==> images/density.png <==
Drawn at 4 px/um. The die is cut into 10 by 8 equal tiles; dark blue is low, red is high, 0 to 100% covered.
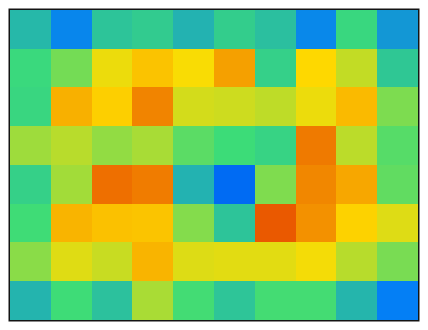
==> images/clock_map.png <==
Drawn at 4 px/um.
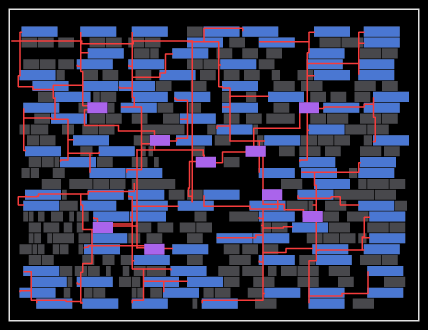
--- src/rtl/alu_result_stage_if.sv ---
`default_nettype none
// ============================================================================
// Module      : alu_result_stage_if
// Description : ALU result stage bus: producer handshake, consumer handshake
//               and status/debug signals.
// Revision    : 1.0 - initial release
// ============================================================================
interface alu_result_stage_if #(
    parameter int WIDTH = 32,
    parameter int DEPTH = 2,
    parameter int CNT_W = 16
);
    localparam int C_LVL_W = $clog2(DEPTH) + 1;

    logic               in_valid;
    logic               in_ready;
    logic [WIDTH-1:0]   in_F;
    logic               in_Cout;
    logic [3:0]         in_sel;

    logic               out_valid;
    logic               out_ready;
    logic [WIDTH-1:0]   out_F;
    logic [2:0]         out_flags;
    logic [3:0]         out_sel;

    logic [C_LVL_W-1:0] level;
    logic [2:0]         sticky_flags;
    logic               sticky_clr;
    logic [CNT_W-1:0]   result_count;

    // The result stage itself
    modport slave (
        input  in_valid, in_F, in_Cout, in_sel, out_ready, sticky_clr,
        output in_ready, out_valid, out_F, out_flags, out_sel,
               level, sticky_flags, result_count
    );

    // Producer/consumer/status side
    modport master (
        output in_valid, in_F, in_Cout, in_sel, out_ready, sticky_clr,
        input  in_ready, out_valid, out_F, out_flags, out_sel,
               level, sticky_flags, result_count
    );
endinterface
`default_nettype wire

--- src/rtl/alu_result_stage.sv ---
`default_nettype none
// ============================================================================
// Module      : alu_result_stage
// Description : Registered ALU result stage: FIFO-buffered results with
//               N/Z/C flags, sticky flags and an accepted-result counter.
// Revision    : 1.0 - initial release
// ============================================================================
module alu_result_stage #(
    parameter int WIDTH = 32,
    parameter int DEPTH = 2,
    parameter int CNT_W = 16
) (
    input  logic                clk,
    input  logic                rst,
    alu_result_stage_if.slave   bus
);
    localparam int C_PTR_W = $clog2(DEPTH);
    localparam int C_LVL_W = $clog2(DEPTH) + 1;
    localparam logic [C_LVL_W-1:0] C_FULL = C_LVL_W'(DEPTH);
    localparam logic [C_PTR_W-1:0] C_LAST = C_PTR_W'(DEPTH - 1);

    logic [WIDTH-1:0]   r_mem_f     [DEPTH];
    logic [2:0]         r_mem_flags [DEPTH];
    logic [3:0]         r_mem_sel   [DEPTH];

    logic [C_PTR_W-1:0] r_wr_ptr;
    logic [C_PTR_W-1:0] r_rd_ptr;
    logic [C_LVL_W-1:0] r_level;
    logic [2:0]         r_sticky;
    logic [CNT_W-1:0]   r_count;

    logic               w_full;
    logic               w_empty;
    logic               w_wr;
    logic               w_rd;
    logic [2:0]         w_flags;
    logic [C_PTR_W-1:0] w_wr_ptr_nxt;
    logic [C_PTR_W-1:0] w_rd_ptr_nxt;

    // Ready comes only from registered level, so no out_ready -> in_ready path
    always_comb begin
        w_full       = (r_level == C_FULL);
        w_empty      = (r_level == '0);
        w_wr         = bus.in_valid && !w_full;
        w_rd         = bus.out_ready && !w_empty;
        // Carry is meaningful only for the arithmetic sel group
        w_flags      = {bus.in_F[WIDTH-1],
                        (bus.in_F == '0),
                        bus.in_Cout && (bus.in_sel[3:2] == 2'b00)};
        w_wr_ptr_nxt = (r_wr_ptr == C_LAST) ? '0 : r_wr_ptr + C_PTR_W'(1);
        w_rd_ptr_nxt = (r_rd_ptr == C_LAST) ? '0 : r_rd_ptr + C_PTR_W'(1);
    end

    always_ff @(posedge clk or posedge rst) begin
        if (rst) begin
            for (int i = 0; i < DEPTH; i++) begin
                r_mem_f[i]     <= '0;
                r_mem_flags[i] <= '0;
                r_mem_sel[i]   <= '0;
            end
        end else if (w_wr) begin
            r_mem_f[r_wr_ptr]     <= bus.in_F;
            r_mem_flags[r_wr_ptr] <= w_flags;
            r_mem_sel[r_wr_ptr]   <= bus.in_sel;
        end
    end

    always_ff @(posedge clk or posedge rst) begin
        if (rst) begin
            r_wr_ptr <= '0;
            r_rd_ptr <= '0;
            r_level  <= '0;
        end else begin
            if (w_wr) begin
                r_wr_ptr <= w_wr_ptr_nxt;
            end
            if (w_rd) begin
                r_rd_ptr <= w_rd_ptr_nxt;
            end
            case ({w_wr, w_rd})
                2'b10:   r_level <= r_level + C_LVL_W'(1);
                2'b01:   r_level <= r_level - C_LVL_W'(1);
                default: r_level <= r_level;
            endcase
        end
    end

    // A clear coinciding with a write keeps that write's flags
    always_ff @(posedge clk or posedge rst) begin
        if (rst) begin
            r_sticky <= '0;
            r_count  <= '0;
        end else begin
            if (bus.sticky_clr) begin
                r_sticky <= w_wr ? w_flags : 3'b000;
            end else if (w_wr) begin
                r_sticky <= r_sticky | w_flags;
            end
            if (w_wr) begin
                r_count <= r_count + CNT_W'(1);
            end
        end
    end

    assign bus.in_ready     = !w_full;
    assign bus.out_valid    = !w_empty;
    assign bus.out_F        = r_mem_f[r_rd_ptr];
    assign bus.out_flags    = r_mem_flags[r_rd_ptr];
    assign bus.out_sel      = r_mem_sel[r_rd_ptr];
    assign bus.level        = r_level;
    assign bus.sticky_flags = r_sticky;
    assign bus.result_count = r_count;
endmodule
`default_nettype wire

--- src/flat_wrapper.sv ---
// flat-port wrapper written by rule: the top's interface ports become plain ports
module alu_result_stage_flat 
#(
    parameter int WIDTH = 32,
    parameter int DEPTH = 2,
    parameter int CNT_W = 16
)
  (clk, rst, bus_in_valid, bus_in_F, bus_in_Cout, bus_in_sel, bus_out_ready, bus_sticky_clr, bus_in_ready, bus_out_valid, bus_out_F, bus_out_flags, bus_out_sel, bus_level, bus_sticky_flags, bus_result_count);
  alu_result_stage_if #(.WIDTH(WIDTH), .DEPTH(DEPTH), .CNT_W(CNT_W)) bus_i ();
  input  logic clk;
  input  logic rst;
  input wire logic [$bits(bus_i.in_valid)-1:0] bus_in_valid;
  input wire logic [$bits(bus_i.in_F)-1:0] bus_in_F;
  input wire logic [$bits(bus_i.in_Cout)-1:0] bus_in_Cout;
  input wire logic [$bits(bus_i.in_sel)-1:0] bus_in_sel;
  input wire logic [$bits(bus_i.out_ready)-1:0] bus_out_ready;
  input wire logic [$bits(bus_i.sticky_clr)-1:0] bus_sticky_clr;
  output wire logic [$bits(bus_i.in_ready)-1:0] bus_in_ready;
  output wire logic [$bits(bus_i.out_valid)-1:0] bus_out_valid;
  output wire logic [$bits(bus_i.out_F)-1:0] bus_out_F;
  output wire logic [$bits(bus_i.out_flags)-1:0] bus_out_flags;
  output wire logic [$bits(bus_i.out_sel)-1:0] bus_out_sel;
  output wire logic [$bits(bus_i.level)-1:0] bus_level;
  output wire logic [$bits(bus_i.sticky_flags)-1:0] bus_sticky_flags;
  output wire logic [$bits(bus_i.result_count)-1:0] bus_result_count;
  assign bus_i.in_valid = bus_in_valid;
  assign bus_i.in_F = bus_in_F;
  assign bus_i.in_Cout = bus_in_Cout;
  assign bus_i.in_sel = bus_in_sel;
  assign bus_i.out_ready = bus_out_ready;
  assign bus_i.sticky_clr = bus_sticky_clr;
  assign bus_in_ready = bus_i.in_ready;
  assign bus_out_valid = bus_i.out_valid;
  assign bus_out_F = bus_i.out_F;
  assign bus_out_flags = bus_i.out_flags;
  assign bus_out_sel = bus_i.out_sel;
  assign bus_level = bus_i.level;
  assign bus_sticky_flags = bus_i.sticky_flags;
  assign bus_result_count = bus_i.result_count;
  alu_result_stage #(.WIDTH(WIDTH), .DEPTH(DEPTH), .CNT_W(CNT_W)) u_core (.clk(clk), .rst(rst), .bus(bus_i));
endmodule
--- config.mk ---
export PLATFORM = sky130hd
export DESIGN_NAME = alu_result_stage_flat
export DESIGN_NICKNAME = d
export VERILOG_FILES = /design/src/rtl/alu_result_stage_if.sv /design/src/rtl/alu_result_stage.sv /design/src/flat_wrapper.sv
export SDC_FILE = /design/constraint.sdc
export NUM_CORES = 1
export LEC_CHECK = 0
export ABC_CLOCK_PERIOD_IN_PS = 4500
export CAP_MARGIN = 20
export CORE_ASPECT_RATIO = 0.75
export CORE_MARGIN = 2
export CORE_UTILIZATION = 63
export CTS_CLUSTER_SIZE = 25
export DETAILED_ROUTE_END_ITERATION = 8
export DONT_BUFFER_PORTS = 1
export GPL_ROUTABILITY_DRIVEN = 0
export GPL_TIMING_DRIVEN = 0
export HOLD_SLACK_MARGIN = 0.03
export MAX_ROUTING_LAYER = met4
export PLACE_DENSITY = 0.86
export SKIP_CTS_REPAIR_TIMING = 1
export SLEW_MARGIN = 25
export SYNTH_ARGS = -nofsm -noshare
export SYNTH_HDL_FRONTEND = slang
export SYNTH_SLANG_ARGS = --single-unit
--- constraint.sdc ---
create_clock -name clk -period 4.5 [get_ports clk]
set_clock_uncertainty 0.15 [all_clocks]
set_input_delay 1.125 -clock clk [delete_from_list [all_inputs] [get_ports clk]]
set_output_delay 1.125 -clock clk [all_outputs]
set_load 0.02 [all_outputs]
==> metrics.yaml <==
outcome: "finished clean"
fp-utilization: 0.658
fin_crit_ns: 3.28
synthFlopType: "dfrtp_1"
tns_ns: 0
drc_errors: 0
crit_type: "reg -> out"
clk_pin_slew_ns: 0.09
nets: 357
rows: 26
die_w_um: 102
yosysCellCount: 301
core_sq_mm: 0.00690
period_used_share: 0.729
async_flop_share: 1.00
syn_area_sq_mm: 0.00454
dieArea_sq_mm: 0.00790
drtPass1Iterations: 4
grt_util_all_layers: 0.233
synth_flops: 99
area_growth_pct: 8.19
ios: 104
log.warning_count: 26
crit_start: "u_core.r_rd_ptr$_DFFE_PP0P_"
total_power_mw: 3.87
power.leakage_nw: 2.14
postSynthSeqShare: 0.546
diodes: 0
tightest_slew_ns: 0.899
cts_buffers: 9
relSlewSlack: 0.392
ir_drop_uv: 435
grt_overflow: 0
syn_inst: 301
fin_util: 0.712
cts_tree: "built"
cts_sinks: 99
hold_start: "u_core.r_mem_sel[7]$_DFFE_PP0P_"
-- density.png (at the start) --
The fullest tile reaches 90%. 24% of the tiles are over 75% full. The mean over all tiles is 61%.

-- clock_map.png (at the start) --
Purple stands for cells driving clock nets, count 9. Red stands for clock wires, length 1070 um. Blue stands for flip-flops, count 99.
Position of the flops: spread over the die. There are 10 routed clock nets.

## layer usage
layer	wire (um)	track usage	vias up
met5	0	-	-
met4	99	0.0667	0
met3	580	0.0613	7
met2	4070	0.353	84
met1	3740	0.314	1268
li1	-	-	1101
## final timing paths
check / endpoint / slack (ns) / cells past startpoint
setup / recovery: bus_out_F[15] / 1.22 / 3
hold / removal: u_core.r_mem_sel[7]$_DFFE_PP0P_ / 0.36 / 1
setup reg to reg: u_core.bus.result_count[10]$_DFFE_PP0P_ / 2.15 / 5
hold reg to reg: u_core.r_mem_sel[7]$_DFFE_PP0P_ / 0.36 / 1
max in group asynchronous: u_core.r_mem_f[56]$_DFFE_PP0P_ / 3.10 / 2
min in group asynchronous: u_core.r_mem_f[37]$_DFFE_PP0P_ / 0.49 / 1
## final cells by class
cell class              count  area (sq um)
fillers                   507          1990
flip-flops and latches     99          2480
clock buffers              11           141
inverters                   4          32.5
well taps                  98           123
multi-input cells         184          1900
repair buffers              1          27.5
plain buffers              14           130
clock inverters             4          75.1
## report_power, final
part	leakage, nW	switching [mW]	internal (mW)
combinational	0.842	0.857	0.843
clock	0.102	0.285	0.326
sequential	1.20	0.284	1.28
## layout by cell type, fill, tap and decap left out, types with 2 or more instances in the layout
master,netlist,routed
dfrtp_1,99,99
mux2_2,83,83
mux2_4,31,31
xnor2_1,14,14
clkbuf_8,0,10
nand2_1,9,9
nor4_1,8,8
nand3_1,6,6
xor2_1,6,6
buf_6,5,5
nand4_1,5,5
clkbuf_1,3,4
a22o_1,3,3
nor2_1,3,3
buf_2,3,3
or2_2,2,2
nor3_1,2,2
and4_1,2,2
buf_12,2,2
ha_1,2,2
bufinv_16,0,2
clkinvlp_4,0,2
## kinds of logic (layout without fill, tap and decap cells)
| family | count (synthesis) | in the layout | synth area share |
|---|---|---|---|
| xor gates and xnor gates | 20 | 20 | 0.0386 |
| buffers and inverters | 18 | 34 | 0.0348 |
| muxes | 114 | 114 | 0.309 |
| DFF | 99 | 99 | 0.546 |
| and+or+nand+nor | 45 | 45 | 0.0604 |
| adders and majority gates | 2 | 2 | 0.00552 |
| AOI/OAI and AO/OA | 3 | 3 | 0.00579 |
## flip-flops by register name (all words and copies together) (netlist names)
register and cells:
u_core.r_mem_f 63, u_core.r_mem_flags 5, u_core.r_mem_sel 8, u_core.r_wr_ptr 1, u_core.bus.sticky_flags 3, u_core.bus.result_count 16
u_core.bus.level 2, u_core.r_rd_ptr 1
## through the flow
stage	area (sq um)	worst slack [ns]
global route	4910	1.06
CTS	4910	1.20
global placement	4660	-0.253
floorplan	4540	0.635
detailed placement	4690	1.60
finish	4910	1.22
## critical path: stages (launching register included)
cell and delay [ns]:
dfrtp_1 0.36, clkbuf_1 0.47, buf_2 0.37, mux2_2 0.45
No activity file was given, so power comes from the tool's default toggle rates.
